<file path="src/rtl/sfi_unit.sv">
// sfi_unit -- software-fault-isolation address checker.
//
// Every effective address presented on ri is checked against a sandbox tag
// in its upper 32 bits. Legal addresses pass through unchanged; illegal ones
// are neutralised and reported. The result is registered (1-cycle latency,
// one access per cycle, no back-pressure).
//
// Parameters:
//   SANDBOX_TAG  required value of address bits [63:32]
//   TAG_MASK     tag bits that take part in the compare (1 = compared)
//
// Ports:
//   clk           rising-edge clock
//   rst           synchronous, active-high reset
//   ri_valid      ri carries an effective address this cycle
//   ri[63:0]      effective address in
//   fault_clr     clears fault_sticky (a simultaneous violation wins)
//   ro[63:0]      checked address out (held while ro_valid is low)
//   ro_valid      ro is valid this cycle
//   fault         per-access violation flag, aligned with ro
//   fault_sticky  set by any violation, held until fault_clr
//   fault_cnt     saturating violation count, unaffected by fault_clr
//
// Build option:
//   SFI_SANDBOX_FORCE_EN  when defined, an illegal address is forced into the
//                         sandbox ({SANDBOX_TAG, ri[31:0]}) instead of zeroed.

module sfi_unit #(
  parameter logic [31:0] SANDBOX_TAG = 32'hA219_9872,
  parameter logic [31:0] TAG_MASK    = 32'hFFFF_FFFF
) (
  input  logic        clk,
  input  logic        rst,
  input  logic        ri_valid,
  input  logic [63:0] ri,
  input  logic        fault_clr,
  output logic [63:0] ro,
  output logic        ro_valid,
  output logic        fault,
  output logic        fault_sticky,
  output logic [15:0] fault_cnt
);

  logic        legal;
  logic        violation;
  logic [63:0] bad_addr;

  // Only the tag half is examined; the offset half never affects legality.
  assign legal     = (ri[63:32] & TAG_MASK) == (SANDBOX_TAG & TAG_MASK);
  assign violation = ri_valid && !legal;

`ifdef SFI_SANDBOX_FORCE_EN
  assign bad_addr = {SANDBOX_TAG, ri[31:0]};
`else
  assign bad_addr = '0;
`endif

  always_ff @(posedge clk) begin
    if (rst) begin
      ro           <= '0;
      ro_valid     <= 1'b0;
      fault        <= 1'b0;
      fault_sticky <= 1'b0;
      fault_cnt    <= '0;
    end else begin
      ro_valid <= ri_valid;
      fault    <= violation;

      // ro holds its last value across idle cycles.
      if (ri_valid) begin
        ro <= legal ? ri : bad_addr;
      end

      // A new violation outranks a clear arriving in the same cycle.
      if (violation) begin
        fault_sticky <= 1'b1;
      end else if (fault_clr) begin
        fault_sticky <= 1'b0;
      end

      if (violation && (fault_cnt != '1)) begin
        fault_cnt <= fault_cnt + 16'd1;
      end
    end
  end

endmodule

</file>
<file path="config.mk">
export PLATFORM = sky130hd
export DESIGN_NAME = sfi_unit
export DESIGN_NICKNAME = d
export VERILOG_FILES = /design/src/rtl/sfi_unit.sv
export SDC_FILE = /design/constraint.sdc
export NUM_CORES = 1
export LEC_CHECK = 0
export ABC_CLOCK_PERIOD_IN_PS = 2100
export CORE_MARGIN = 2
export CORE_UTILIZATION = 35
export CTS_CLUSTER_DIAMETER = 120
export DETAILED_ROUTE_END_ITERATION = 8
export PLACE_DENSITY = 0.64
export SLEW_MARGIN = 25
export SYNTH_ARGS = -nofsm -noshare
export SYNTH_HDL_FRONTEND = slang
export SYNTH_SLANG_ARGS = --single-unit
export TNS_END_PERCENT = 10
</file>
<file path="constraint.sdc">
create_clock -name clk -period 2.1 [get_ports clk]
set_clock_uncertainty 0.1 [all_clocks]
set_input_delay 0.315 -clock clk [delete_from_list [all_inputs] [get_ports clk]]
set_output_delay 0.315 -clock clk [all_outputs]
set_load 0.03 [all_outputs]
</file>
Run 1, M1 wires:
The bar under the picture is 20 um long.
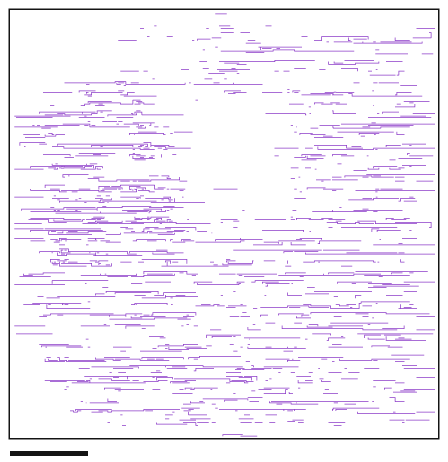
The wires run mostly horizontal. 512 nets have wire on it.

Run 1, the metal 2 layer:
The bar under the picture is 20 um long.
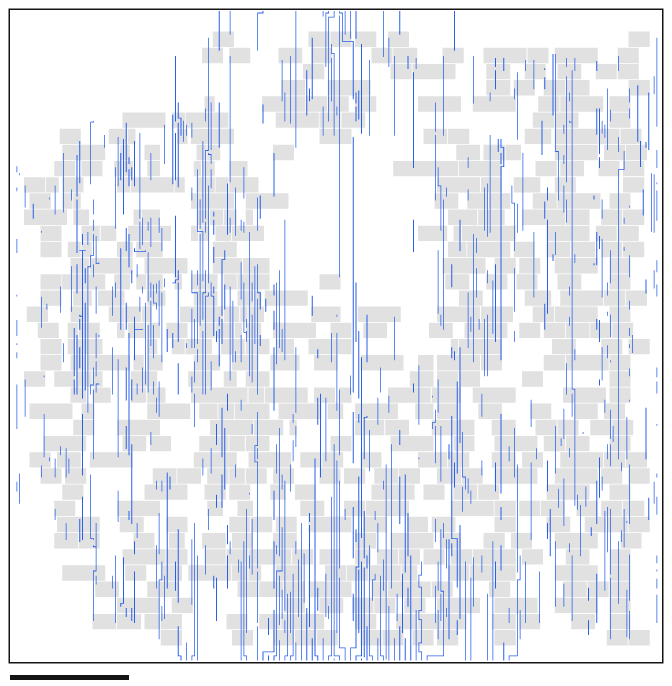
The layer holds 46% of the routed length. The longest straight run is 53.5 um. The wires run mostly vertical. The layer carries 4350 um of wire.

Run 1, met3 routing:
The bar under the picture is 20 um long.
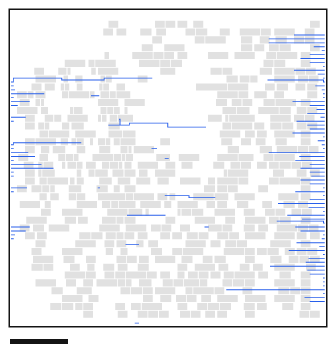
96 nets have wire on it. The wires run mostly horizontal. The longest straight run is 33.8 um. The layer holds 7.3% of the routed length.

==> flow_summary.json, run 1 <==
{
  "wl_met3_um": 687,
  "ys_chip_area_um2": 3910,
  "finalCritPeriodShare_pct": 96.2,
  "largest_reg_flops": 64,
  "synthXorXnorAreaFrac_pct": 0.224,
  "register_area_um2": 1660,
  "drt_first_iter_violations": 64,
  "io_buffers": 150,
  "hold-worst-slack_ns": 0.199,
  "power_mw": 3.49,
  "synth_cells": 323,
  "cts-root-buf": "clkbuf_8",
  "wl_per_cell_um": 14.7,
  "clockNetworkAreaShare_pct": 3.49,
  "grt_max_degree": 66,
  "dpl_worst_slack_ns": -0.505,
  "status": "completed",
  "log.warning_count": 26,
  "path_clk_slew_ns": 0.09,
  "ys_cells": 323,
  "comb_cells": 220,
  "synth_cell_type_count": 44,
  "gp_congestion": 0.800,
  "leakage_nw": 2.20,
  "fin_cells": 643,
  "hold_viol": 0,
  "fillers": 1000,
  "max_freq_mhz": 495,
  "final-setup-viol-count": 0,
  "final_cell_mix": "clkdlybuf4s50_1, dfxtp_1, mux2i_1, nor2_4, buf_4",
  "p_sw_mw": 0.974,
  "pin_count": 151,
  "setup_tns_ns": 0,
  "ys_sh_simple_pct": 28.4,
  "met1_usage_pct": 19.8,
  "antenna_found_initial": 0,
  "hold_path.startpoint": "ri[63]",
  "clockPowerShare_pct": 34.2,
  "worstPathArrival_ns": 2.16,
  "setup_ws_ns": 0.0796,
  "path_max_fanout": 4,
  "finalCriticalPeriod_ns": 2.02,
  "post_cts_buffers": 2,
  "dr.pass1.iters": 4,
  "synth.area.mux_share_pct": 17.2,
  "sw_frac_of_total_pct": 27.9,
  "whs_endpoint": "ro[63]$_SDFFE_PP0P_",
  "crit_path_cell_trace": "clkdlybuf4s50_1, nor4bb_1, nand4_1, o21ai_4, buf_6, nor2_2, mux2_4",
  "yosysWarningCount": 0,
  "powerComb_mw": 0.653,
  "grt_usage_pct": 15.9,
  "core.rowCount": 38,
  "inverters_excl_clock": 1,
  "worstSetupPathType": "input pin to register",
  "buffers": 183,
  "top_logic_kind": "simple AND/OR/NAND/NOR gates",
  "start_kind": "input pin",
  "die_w_um": 110,
  "hold_class": "input pin to register",
  "vias_per_cell": 4.59,
  "area_leaders": "dfxtp_1, nor2_4, mux2i_1, buf_12, o31ai_2",
  "chipArea_um2": 12000,
  "num_vias": 2952,
  "final_cell_area_um2": 5960,
  "common_cells": "dfxtp_1, mux2i_1, nor2_4, nor2_1, or4_1",
  "final-comb-area_um2": 2080,
  "synthToLayoutAreaGrowth_pct": 52.5,
  "finalWirelength_um": 9470,
  "clockBufferDepth": 2,
  "crit_end": "fault_cnt[12]$_SDFFE_PP0P_",
  "mostFrequentLayoutCell": "clkdlybuf4s50_1",
  "p_int_mw": 2.51,
  "cts_resized": 3,
  "top_register": "ro",
  "drv_slew": 0,
  "compound_area_share_pct": 6.02,
  "clock_latency_ns": 0.34,
  "dpl.hpwl_um": 7000,
  "ir_worst_vdd_mv": 0.356,
  "dominant_cells": "combinational gates",
  "seq_cell_count": 83,
  "ant_nets": 0,
  "cp.required_ns": 2.24,
  "dr.max_layer_used": "met4",
  "power.density_nw_per_um2": 585,
  "p_comb_share_pct": 18.7
}
## Run 2: what changed since run 1
==> constraint.sdc (replaced) <==
create_clock -name clk -period 2.1 [get_ports clk]
set_clock_uncertainty 0.1 [all_clocks]
set_input_delay 0.42 -clock clk [delete_from_list [all_inputs] [get_ports clk]]
set_output_delay 0.42 -clock clk [all_outputs]
set_load 0.03 [all_outputs]
Run 2, the metal 2 layer:
The bar under the picture is 20 um long.
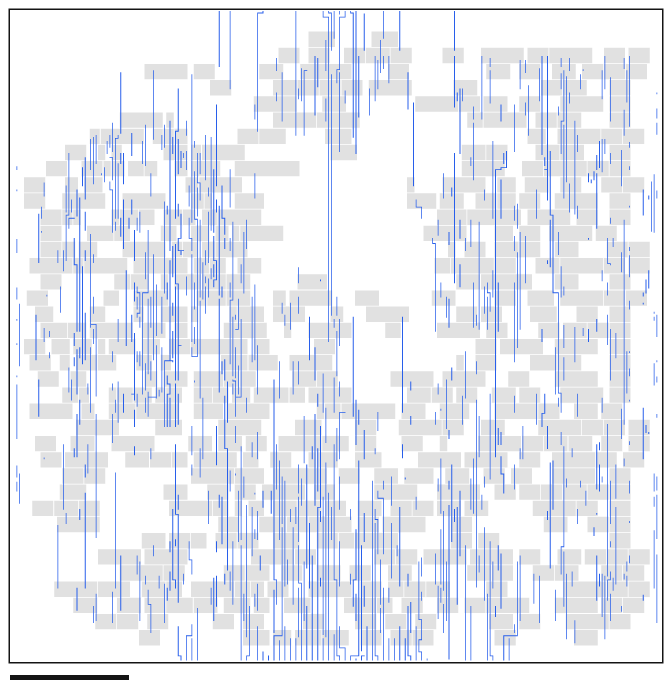
The longest straight run is 54.6 um. The wires run mostly vertical.

Run 2, M1 wires:
The bar under the picture is 20 um long.
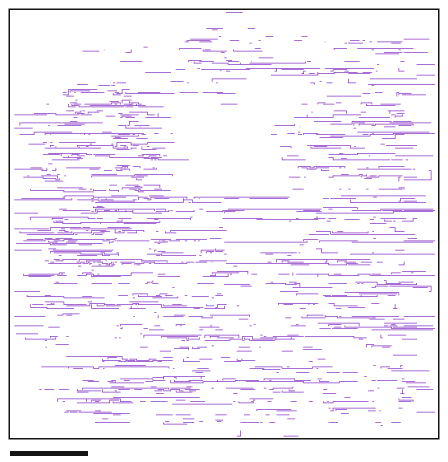
The layer holds 45% of the routed length. The longest straight run is 26.2 um. The wires run mostly horizontal.

==> run 2 against run 1 <==
  * Global-route usage is 0.26 points higher
  * Core utilization rose by 0.86 points
  * Via count is 2.2% higher
  * Flip-flop count unchanged
  * Largest cell class unchanged
  * Highest routed layer unchanged
  * Final cell count grew 0.16%
==> flow_summary.json, run 2 <==
{
  "pin_count": 151,
  "comb_cells": 220,
  "clockNetworkAreaShare_pct": 3.23,
  "yosysWarningCount": 0,
  "inverters_excl_clock": 1,
  "cp.required_ns": 2.28,
  "top_register": "ro",
  "sw_frac_of_total_pct": 26.7,
  "worstPathArrival_ns": 2.26,
  "whs_endpoint": "ro[36]$_SDFFE_PP0P_",
  "dr.pass1.iters": 4,
  "io_buffers": 150,
  "powerComb_mw": 0.666,
  "area_leaders": "dfxtp_1, nor2_4, mux2i_1, buf_12, o31ai_2",
  "num_vias": 3016,
  "synthXorXnorAreaFrac_pct": 0.224,
  "power_mw": 3.46,
  "ys_cells": 323,
  "largest_reg_flops": 64,
  "drv_slew": 0,
  "setup_tns_ns": 0,
  "grt_usage_pct": 16.1,
  "post_cts_buffers": 1,
  "p_int_mw": 2.53,
  "core.rowCount": 38,
  "ir_worst_vdd_mv": 0.341,
  "buffers": 184,
  "chipArea_um2": 12000,
  "ant_nets": 0,
  "wl_met3_um": 639,
  "clockBufferDepth": 2,
  "register_area_um2": 1660,
  "seq_cell_count": 83,
  "ys_sh_simple_pct": 28.4,
  "dpl.hpwl_um": 7090,
  "clockPowerShare_pct": 33.3,
  "final-comb-area_um2": 2150,
  "grt_max_degree": 41,
  "status": "completed",
  "top_logic_kind": "simple AND/OR/NAND/NOR gates",
  "wl_per_cell_um": 14.9,
  "hold_path.startpoint": "ri[36]",
  "compound_area_share_pct": 6.02,
  "mostFrequentLayoutCell": "clkdlybuf4s50_1",
  "fin_cells": 644,
  "synthToLayoutAreaGrowth_pct": 54.9,
  "finalCritPeriodShare_pct": 98.7,
  "antenna_found_initial": 0,
  "hold_class": "input pin to register",
  "cts_resized": 16,
  "dominant_cells": "combinational gates",
  "hold-worst-slack_ns": 0.292,
  "crit_path_cell_trace": "clkdlybuf4s50_1, and4b_1, nand4_1, buf_4, o21ai_4, buf_6, clkbuf_16, or4_1, a21oi_2",
  "power.density_nw_per_um2": 572,
  "worstSetupPathType": "input pin to register",
  "start_kind": "input pin",
  "crit_end": "fault_cnt[5]$_SDFFE_PP0P_",
  "synth_cells": 323,
  "final_cell_mix": "clkdlybuf4s50_1, dfxtp_1, mux2i_1, nor2_4, buf_4",
  "ys_chip_area_um2": 3910,
  "finalWirelength_um": 9590
}
## Run 3: what changed since run 2
--- a/config.mk
+++ b/config.mk
@@ -6,11 +6,12 @@
 export NUM_CORES = 1
 export LEC_CHECK = 0
 export ABC_CLOCK_PERIOD_IN_PS = 2100
+export CORE_ASPECT_RATIO = 0.5
 export CORE_MARGIN = 2
 export CORE_UTILIZATION = 35
 export CTS_CLUSTER_DIAMETER = 120
 export DETAILED_ROUTE_END_ITERATION = 8
-export PLACE_DENSITY = 0.64
+export PLACE_DENSITY = 0.66
 export SLEW_MARGIN = 25
 export SYNTH_ARGS = -nofsm -noshare
 export SYNTH_HDL_FRONTEND = slang
Run 3, M1 wires:
The bar under the picture is 50 um long.
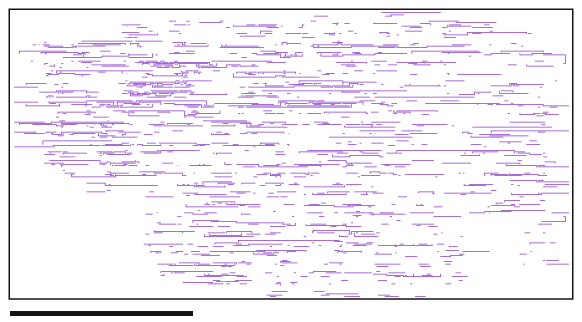
The wires run mostly horizontal. The layer carries 4220 um of wire. 522 nets have wire on it. The layer holds 43% of the routed length.

Run 3, track usage over the die:
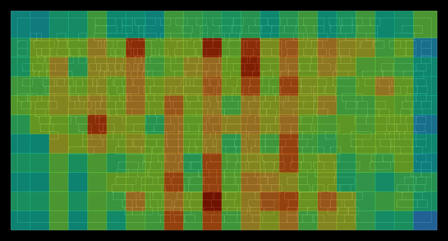
busiest layer in global routing: met2
met3 usage: 3.49%
met1 usage: 18.3%
met2 usage: 27.5%
post-DR wirelength/cell: 14.7 um

==> run 3 against run 2 <==
  * The flow now finishes with violations (setup timing)
  * Largest power group unchanged
  * Final area increased by 5.6%
  * Count of clock-buffer cells in the layout did not move
  * Sequential power about the same
  * Critical endpoint is now fault_cnt[12]$_SDFFE_PP0P_
  * Register-to-register slack better by 0.07 ns
  * Clock power grew 37%
  * Critical path type unchanged
==> flow_summary.json, run 3 <==
{
  "finalWirelength_um": 9800,
  "dpl.hpwl_um": 6800,
  "grt_usage_pct": 15.4,
  "chipArea_um2": 12100,
  "finalCriticalPeriod_ns": 2.10,
  "worstSetupPathType": "input pin to register",
  "cp-end-kind": "register",
  "hold_viol": 0,
  "top_logic_kind": "simple AND/OR/NAND/NOR gates",
  "compound_area_share_pct": 6.02,
  "ys_sh_simple_pct": 28.4,
  "setup_ws_ns": -0.00175,
  "buffers": 201,
  "leakage_nw": 2.56,
  "taps": 145,
  "fin_cells": 667,
  "cts-root-buf": "clkbuf_16",
  "ys_ff": 83,
  "power_leader": "registers",
  "clockBufferDepth": 2,
  "synthXorXnorAreaFrac_pct": 0.224,
  "core.rowCount": 27,
  "power_frac_seq_pct": 41.9,
  "comb_cells": 221,
  "comb_area_share_pct": 33.5,
  "clk-power_mw": 1.57,
  "crit_path_cell_trace": "clkdlybuf4s50_1, nor4b_2, nand4_1, o21ai_4, buf_8, buf_6, nor2_2, mux2_4",
  "post-route-util_pct": 58.4,
  "top_area_cell": "dfxtp_1",
  "grt_max_degree": 65,
  "hold-worst-slack_ns": 0.290,
  "gr-total-overflow": 0,
  "setup_tns_ns": -0.00175,
  "slowest_delay_ns": 0.45,
  "inverters_excl_clock": 1,
  "largest_reg_flops": 64,
  "area_leaders": "dfxtp_1, nor2_4, mux2i_1, buf_12, o31ai_2",
  "rr_startpoint": "fault_cnt[0]$_SDFFE_PP0P_",
  "antenna_found_initial": 1,
  "antenna_cells": 1,
  "cp.required_ns": 2.22,
  "tightest_slew_ns": 0.508,
  "drt_first_iter_violations": 95,
  "io_buffers": 150,
  "num_vias": 3096,
  "wl_met1_um": 4220,
  "cts_resized": 2,
  "final-setup-viol-count": 1,
  "clockPowerShare_pct": 40.0,
  "die_w_um": 153,
  "ir_worst_vdd_mv": 0.337,
  "clockNetworkAreaShare_pct": 4.62,
  "dr.pass1.iters": 4,
  "dominant_cells": "combinational gates",
  "initCoreUtil_pct": 35.7,
  "max_cap_viol_count": 0,
  "power.density_nw_per_um2": 614,
  "wl_met3_um": 304,
  "post_cts_buffers": 1,
  "cts_tree": "done",
  "common_cells": "dfxtp_1, mux2i_1, nor2_4, nor2_1, or4_1",
  "min_path_cells": 3,
  "sw_frac_of_total_pct": 24.5,
  "ys_cells": 323,
  "start_kind": "input pin",
  "p_int_mw": 2.96,
  "p_comb_share_pct": 18.1,
  "dpl_worst_slack_ns": -0.483,
  "powerComb_mw": 0.708,
  "ff_type": "dfxtp_1",
  "drv_slew": 0,
  "synth_cells": 323,
  "path_clk_slew_ns": 0.06,
  "first_global_vias": 3001,
  "final-comb-area_um2": 2140,
  "hold_class": "input pin to register",
  "synth_cell_type_count": 44,
  "whs_endpoint": "ro[63]$_SDFFE_PP0P_",
  "synth-edff-count": 0,
  "mostFrequentLayoutCell": "clkdlybuf4s50_1",
  "gp_congestion": 0.781,
  "register_area_um2": 1660,
  "status": "finished, violations left",
  "seq_cell_count": 83,
  "final_cell_mix": "clkdlybuf4s50_1, dfxtp_1, mux2i_1, nor2_4, buf_4",
  "crit_cells": 8,
  "p_sw_mw": 0.961,
  "final_cell_area_um2": 6390,
  "ys_chip_area_um2": 3910,
  "violations": "setup timing",
  "hold_path.startpoint": "ri[63]",
  "ant_nets": 0,
  "power_mw": 3.92,
  "log.warning_count": 27,
  "top_register": "ro",
  "yosysWarningCount": 0,
  "worstPathArrival_ns": 2.22,
  "synthToLayoutAreaGrowth_pct": 63.6,
  "cts-htree-levels": 3,
  "ff2ff_path_depth": 7,
  "crit_end": "fault_cnt[12]$_SDFFE_PP0P_",
  "finalCritPeriodShare_pct": 100,
  "pin_count": 151
}
No activity file was given, so power comes from the tool's default toggle rates.
